$ cat config.mk
export PLATFORM = sky130hd
export DESIGN_NAME = act_stage
export DESIGN_NICKNAME = d
export VERILOG_FILES = /design/src/rtl/act_stage.sv
export SDC_FILE = /design/constraint.sdc
export NUM_CORES = 1
export LEC_CHECK = 0
export CORE_MARGIN = 3
export CORE_UTILIZATION = 51
export DETAILED_ROUTE_END_ITERATION = 12
export GPL_TIMING_DRIVEN = 0
export PLACE_DENSITY = 0.91
export SKIP_CTS_REPAIR_TIMING = 1
export SYNTH_ARGS = -nofsm -noshare
export SYNTH_HDL_FRONTEND = slang
export SYNTH_SLANG_ARGS = --single-unit
$ cat constraint.sdc
create_clock -name clk -period 2 [get_ports clk]
set_input_delay 0.3 -clock clk [delete_from_list [all_inputs] [get_ports clk]]
set_output_delay 0.3 -clock clk [all_outputs]
set_load 0.02 [all_outputs]
$ cat src/rtl/act_stage.sv
// Activation stage: applies bypass / ReLU / leaky ReLU (slope 1/8) to single-precision
// weighted sums, buffered by a main output register plus one skid register.
module act_stage #(
    parameter int NEURONS = 4
) (
    input  logic        clk,
    input  logic        rst_n,
    input  logic [1:0]  mode,
    input  logic        in_valid,
    output logic        in_ready,
    input  logic [31:0] in_data,
    output logic        out_valid,
    input  logic        out_ready,
    output logic [31:0] out_data,
    output logic        out_last
);

    localparam int CW = (NEURONS > 1) ? $clog2(NEURONS) : 1;
    localparam logic [CW-1:0] CNT_MAX = CW'(NEURONS - 1);

    logic          main_valid_q, main_valid_d;
    logic [31:0]   main_data_q,  main_data_d;
    logic          main_last_q,  main_last_d;
    logic          skid_valid_q, skid_valid_d;
    logic [31:0]   skid_data_q,  skid_data_d;
    logic          skid_last_q,  skid_last_d;
    logic          in_ready_q,   in_ready_d;
    logic [CW-1:0] cnt_q,        cnt_d;

    logic          accept;
    logic          drain;
    logic          new_last;
    logic [31:0]   act_word;
    logic [7:0]    in_exp;
    logic          in_nan;

    assign accept   = in_valid && in_ready_q;
    assign drain    = main_valid_q && out_ready;
    assign new_last = (cnt_q == CNT_MAX);
    assign in_exp   = in_data[30:23];
    assign in_nan   = (in_exp == 8'hFF) && (in_data[22:0] != 23'd0);

    // Activation is evaluated at acceptance so the word is stored already transformed.
    always_comb begin
        act_word = in_data;
        if (mode != 2'b00) begin
            if (in_nan) begin
                act_word = 32'h7FC0_0000;
            end else if (in_data[31]) begin
                if (mode == 2'b10) begin
                    if (in_exp == 8'hFF) begin
                        act_word = in_data;
                    end else if (in_exp < 8'd4) begin
                        act_word = 32'h8000_0000;
                    end else begin
                        act_word = {1'b1, in_exp - 8'd3, in_data[22:0]};
                    end
                end else begin
                    act_word = 32'h0000_0000;
                end
            end
        end
    end

    // Skid never holds a word while main is empty, so it only ever refills main.
    always_comb begin
        main_valid_d = main_valid_q;
        main_data_d  = main_data_q;
        main_last_d  = main_last_q;
        skid_valid_d = skid_valid_q;
        skid_data_d  = skid_data_q;
        skid_last_d  = skid_last_q;
        cnt_d        = cnt_q;

        if (skid_valid_q) begin
            if (drain) begin
                main_valid_d = 1'b1;
                main_data_d  = skid_data_q;
                main_last_d  = skid_last_q;
                skid_valid_d = 1'b0;
            end
        end else if (!main_valid_q || drain) begin
            main_valid_d = accept;
            if (accept) begin
                main_data_d = act_word;
                main_last_d = new_last;
            end
        end else if (accept) begin
            skid_valid_d = 1'b1;
            skid_data_d  = act_word;
            skid_last_d  = new_last;
        end

        if (accept) begin
            cnt_d = new_last ? '0 : cnt_q + 1'b1;
        end

        in_ready_d = !skid_valid_d;
    end

    always_ff @(posedge clk or negedge rst_n) begin
        if (!rst_n) begin
            main_valid_q <= 1'b0;
            main_data_q  <= 32'h0;
            main_last_q  <= 1'b0;
            skid_valid_q <= 1'b0;
            skid_data_q  <= 32'h0;
            skid_last_q  <= 1'b0;
            in_ready_q   <= 1'b0;
            cnt_q        <= '0;
        end else begin
            main_valid_q <= main_valid_d;
            main_data_q  <= main_data_d;
            main_last_q  <= main_last_d;
            skid_valid_q <= skid_valid_d;
            skid_data_q  <= skid_data_d;
            skid_last_q  <= skid_last_d;
            in_ready_q   <= in_ready_d;
            cnt_q        <= cnt_d;
        end
    end

    assign in_ready  = in_ready_q;
    assign out_valid = main_valid_q;
    assign out_data  = main_data_q;
    assign out_last  = main_last_q;

endmodule

run_1/registers.png
Other sequential cells in the stronger gray, the rest of the logic in the fainter gray.
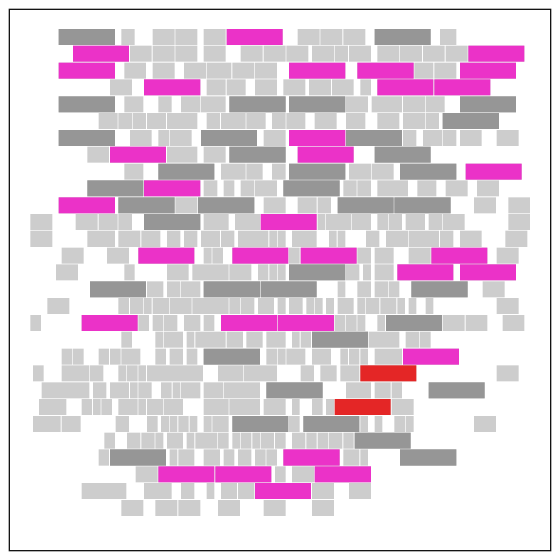
- cnt_q: red (placed flops 2)
- out_data: magenta (placed flops 32; where spread over the die)
- not colored: 37

run_1/final_placement.png
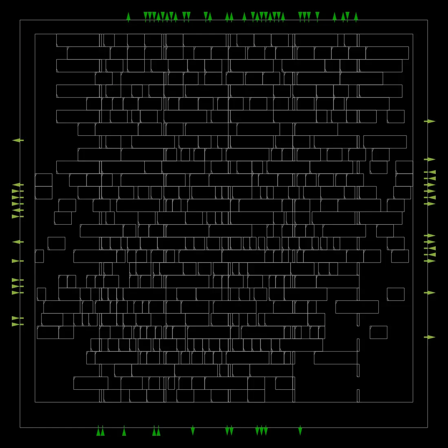
fillers: 447
Seq area share: 40.3%
Tapcells: 77
flip-flops: 71
Post-Layout Cell Count: 473

==> results.sh, run 1 <==
# yosys + openroad results
export IMPL_r2r_start="out_valid"
export IMPL_fin_ws_ns=0.0177
export IMPL_cp_required_ns=2.29
export IMPL_syn_area_um2=3370
export IMPL_p_clk_share_pct=15.9
export IMPL_top_layer_used="met4"
export IMPL_power_group_top="combinational cells"
export IMPL_pre_cts_ws_ns=-0.798
export IMPL_final_common_cell="dfrtp_1"
export IMPL_wl_met1_um=3860
export IMPL_gp_congestion=0.872
export IMPL_synth_mux_area_fraction_pct=0.927
export IMPL_logic_family="AND-OR/OR-AND gates"
export IMPL_ctsHtreeMaxLevel=3
export IMPL_power_density_nw_per_um2=1400
export IMPL_ys_flops=71
export IMPL_grt_pass1_wl_um=14400
export IMPL_crit_type="in2reg"
export IMPL_relSlewSlack_pct=41.9
export IMPL_synthToLayoutAreaGrowth_pct=30.8
export IMPL_antenna_found_initial=0
export IMPL_tns_ns=0
export IMPL_met3_length_um=722
export IMPL_outcome="completed"
export IMPL_critPathCaptureType="register"
export IMPL_crit_path_end="skid_data_q[6]"
export IMPL_clock_latency_ns=0.35
export IMPL_reg2reg_slack_ns=0.10
export IMPL_synth_area_yosys_um2=3370
export IMPL_synth_xor_area_share_pct=0.519
export IMPL_hold_viol_final=0
export IMPL_grt_max_degree=72
export IMPL_syn_num_nets=349
export IMPL_setup_viol=0
export IMPL_cp_arrival_ns=2.27
export IMPL_compound_area_share_pct=23.8
export IMPL_drt_iter0_drc=304
export IMPL_io_pins=73
export IMPL_ir_drop_uv=905
export IMPL_tightestPinTransition_ns=0.871
export IMPL_finalCritPeriodShare_pct=99.1
export IMPL_syn_area_per_cell_um2=10.9
export IMPL_internal_power_uw=3830
export IMPL_p_comb_uw=2700
export IMPL_die_h_um=87.3
export IMPL_die_area_um2=7630
export IMPL_holdCritPathClass="in2async"
export IMPL_rows=29
export IMPL_sw_frac_of_total_pct=37.9
export IMPL_dp_hpwl_um=6430
export IMPL_synth_main_ff_cell="dfrtp_1"
export IMPL_synthTopCellsByCount="dfrtp_1 (71), and3_1 (30), a22o_1 (26), a221o_1 (22), o21ai_0 (19)"
export IMPL_final_clk_cell_share_pct=3.69
export IMPL_final_area_um2=4410
export IMPL_p_seq_uw=2480
export IMPL_simple_gate_share_pct=17.3
export IMPL_slowest_stage="or4_4"
export IMPL_cp_max_fo=10
export IMPL_yosysTopAreaCell="dfrtp_1"
export IMPL_final_nets=432
export IMPL_syn_inst=309
export IMPL_p_comb_share_pct=43.9
export IMPL_final_max_slew_violation_count=0
export IMPL_sh_comb_area_pct=34.3
export IMPL_firstDrtPassIters=6
export IMPL_clkTransAtPathRegs_ns=0.08
export IMPL_met3_usage_pct=4.92
export IMPL_grt_pass1_vias=2824
export IMPL_gr_max_usage_layer="met2"
export IMPL_startpoint_type="input port"
export IMPL_core_um2=6390
export IMPL_slowest_delay_ns=0.57
export IMPL_seq_area_um2=1780
export IMPL_fin_crit_ns=1.98
export IMPL_drc=0
export IMPL_die_x_um=87.3
export IMPL_inv_count=6
export IMPL_cp_num_cells=7
run_1/wire_density.png
Bar = 20 µm. The die is cut into 17 by 17 equal tiles; black is low, pale yellow is high, scaled to the fullest tile. Values are wire area over tile area, all layers added.
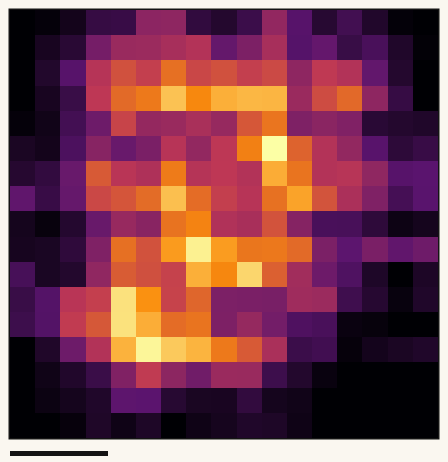
- emptiest ninth of the die: lower right
- tiles over half the peak: 25%
- densest ninth of the die: center
- fullest tile: 0.62
- mean over tiles: 0.20
- nearly empty tiles: 13%

run_1/zoom.png
Bar = 20 µm. Window x 0 to 50, y 0 to 50 µm. Cells in gray, sequential cells in the stronger gray; small squares are vias.
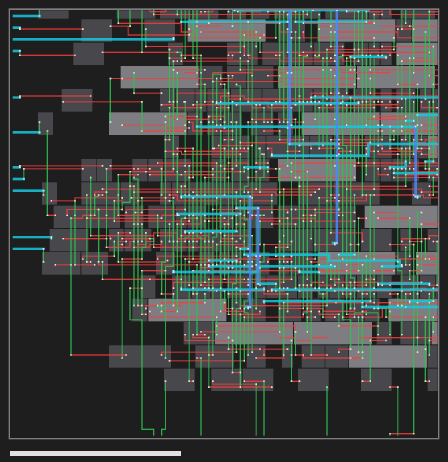

## Run 2: what changed since run 1
--- a/config.mk
+++ b/config.mk
@@ -7,7 +7,9 @@
 export LEC_CHECK = 0
 export CORE_MARGIN = 3
 export CORE_UTILIZATION = 51
+export CTS_BUF_LIST = sky130_fd_sc_hd__clkbuf_16
 export DETAILED_ROUTE_END_ITERATION = 12
+export GPL_ROUTABILITY_DRIVEN = 0
 export GPL_TIMING_DRIVEN = 0
 export PLACE_DENSITY = 0.91
 export SKIP_CTS_REPAIR_TIMING = 1
run_2/zoom.png
Bar = 20 µm. Window x 0 to 50, y 0 to 50 µm. Cells in gray, sequential cells in the stronger gray; small squares are vias.
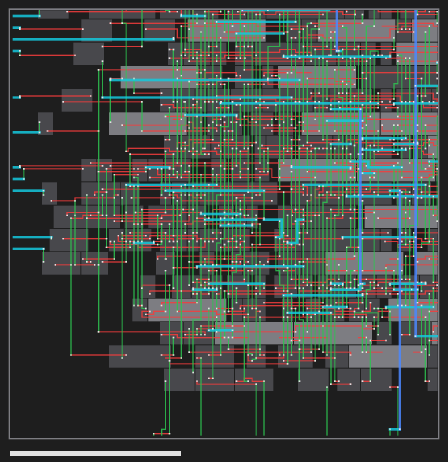
- met1: red
- met4: blue
- met2: green
- met3: cyan
- most frequent: dfrtp_1 (17), o21ai_0 (15), nor2_1 (13)
- netlist names of flops here include: out_data (9), skid_data_q (8)
- sequential cells in the window: 17
- cells with their middle in the window: 159

run_2/cell_classes.png
Fill, decap, tap and diode cells in gray.
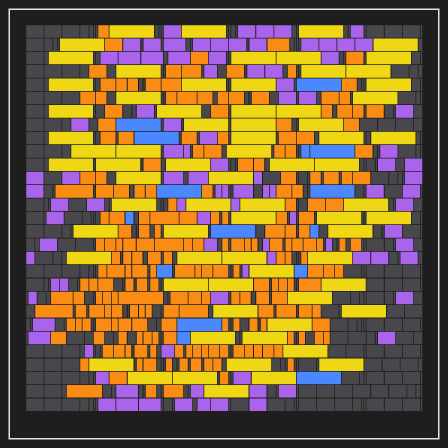
- clock drivers and dummy loads: blue (cells 15; share of their area 5.9%)
- flip-flops: yellow (cells 71; share of their area 40%)
- all other logic: orange (cells 215; share of their area 35%)
- other buffers and delay cells: purple (cells 96; share of their area 19%)

==> results.sh, run 2 <==
# yosys + openroad results
export IMPL_inv_count=6
export IMPL_top_layer_used="met4"
export IMPL_drc=0
export IMPL_stdcell_count=474
export IMPL_synth_main_ff_cell="dfrtp_1"
export IMPL_startpoint_type="input port"
export IMPL_ir_drop_uv=919
export IMPL_reg2reg_slack_ns=0.14
export IMPL_final_max_slew_violation_count=0
export IMPL_synth_area_yosys_um2=3370
export IMPL_fin_ws_ns=0.0135
export IMPL_final_clk_cell_share_pct=5.80
export IMPL_setup_viol=0
export IMPL_seq_cells=71
export IMPL_grt_max_degree=72
export IMPL_syn_inst=309
export IMPL_syn_area_per_cell_um2=10.9
export IMPL_slowest_delay_ns=0.51
export IMPL_power_group_top="combinational cells"
export IMPL_final_area_um2=4550
export IMPL_final_nets=433
export IMPL_seq_cell_share_pct=39.1
export IMPL_cp_num_cells=8
export IMPL_cp_max_fo=4
export IMPL_holdCritPathClass="in2async"
export IMPL_syn_num_nets=349
export IMPL_taps=77
export IMPL_p_clk_share_pct=21.3
export IMPL_synth_mux_area_fraction_pct=0.927
export IMPL_ctsHtreeMaxLevel=3
export IMPL_met3_length_um=741
export IMPL_finalCritPeriodShare_pct=99.3
export IMPL_grt_pass1_vias=2971
export IMPL_yosysTopAreaCell="dfrtp_1"
export IMPL_final_common_cell="dfrtp_1"
export IMPL_core_um2=6390
export IMPL_clkTransAtPathRegs_ns=0.05
export IMPL_slowest_stage="or4_4"
export IMPL_fin_crit_ns=1.99
export IMPL_power_density_nw_per_um2=1460
export IMPL_fill_cells=412
export IMPL_die_x_um=87.3
export IMPL_die_area_um2=7630
export IMPL_hold_viol_final=0
export IMPL_pre_cts_ws_ns=-0.798
export IMPL_cp_required_ns=2.19
export IMPL_antenna_found_initial=0
export IMPL_synthToLayoutAreaGrowth_pct=34.8
export IMPL_compound_area_share_pct=23.8
export IMPL_clock_latency_ns=0.33
export IMPL_outcome="completed"
export IMPL_io_pins=73
export IMPL_relSlewSlack_pct=41.2
export IMPL_ys_flops=71
export IMPL_grt_pass1_wl_um=15200
export IMPL_sw_frac_of_total_pct=36.6
export IMPL_cp_arrival_ns=2.18
export IMPL_sh_comb_area_pct=33.5
export IMPL_p_comb_uw=2720
export IMPL_dp_hpwl_um=6430
export IMPL_r2r_start="skid_valid_q"
export IMPL_crit_type="in2reg"
export IMPL_internal_power_uw=4210
export IMPL_rows=29
export IMPL_met3_usage_pct=5.11
export IMPL_p_seq_uw=2500
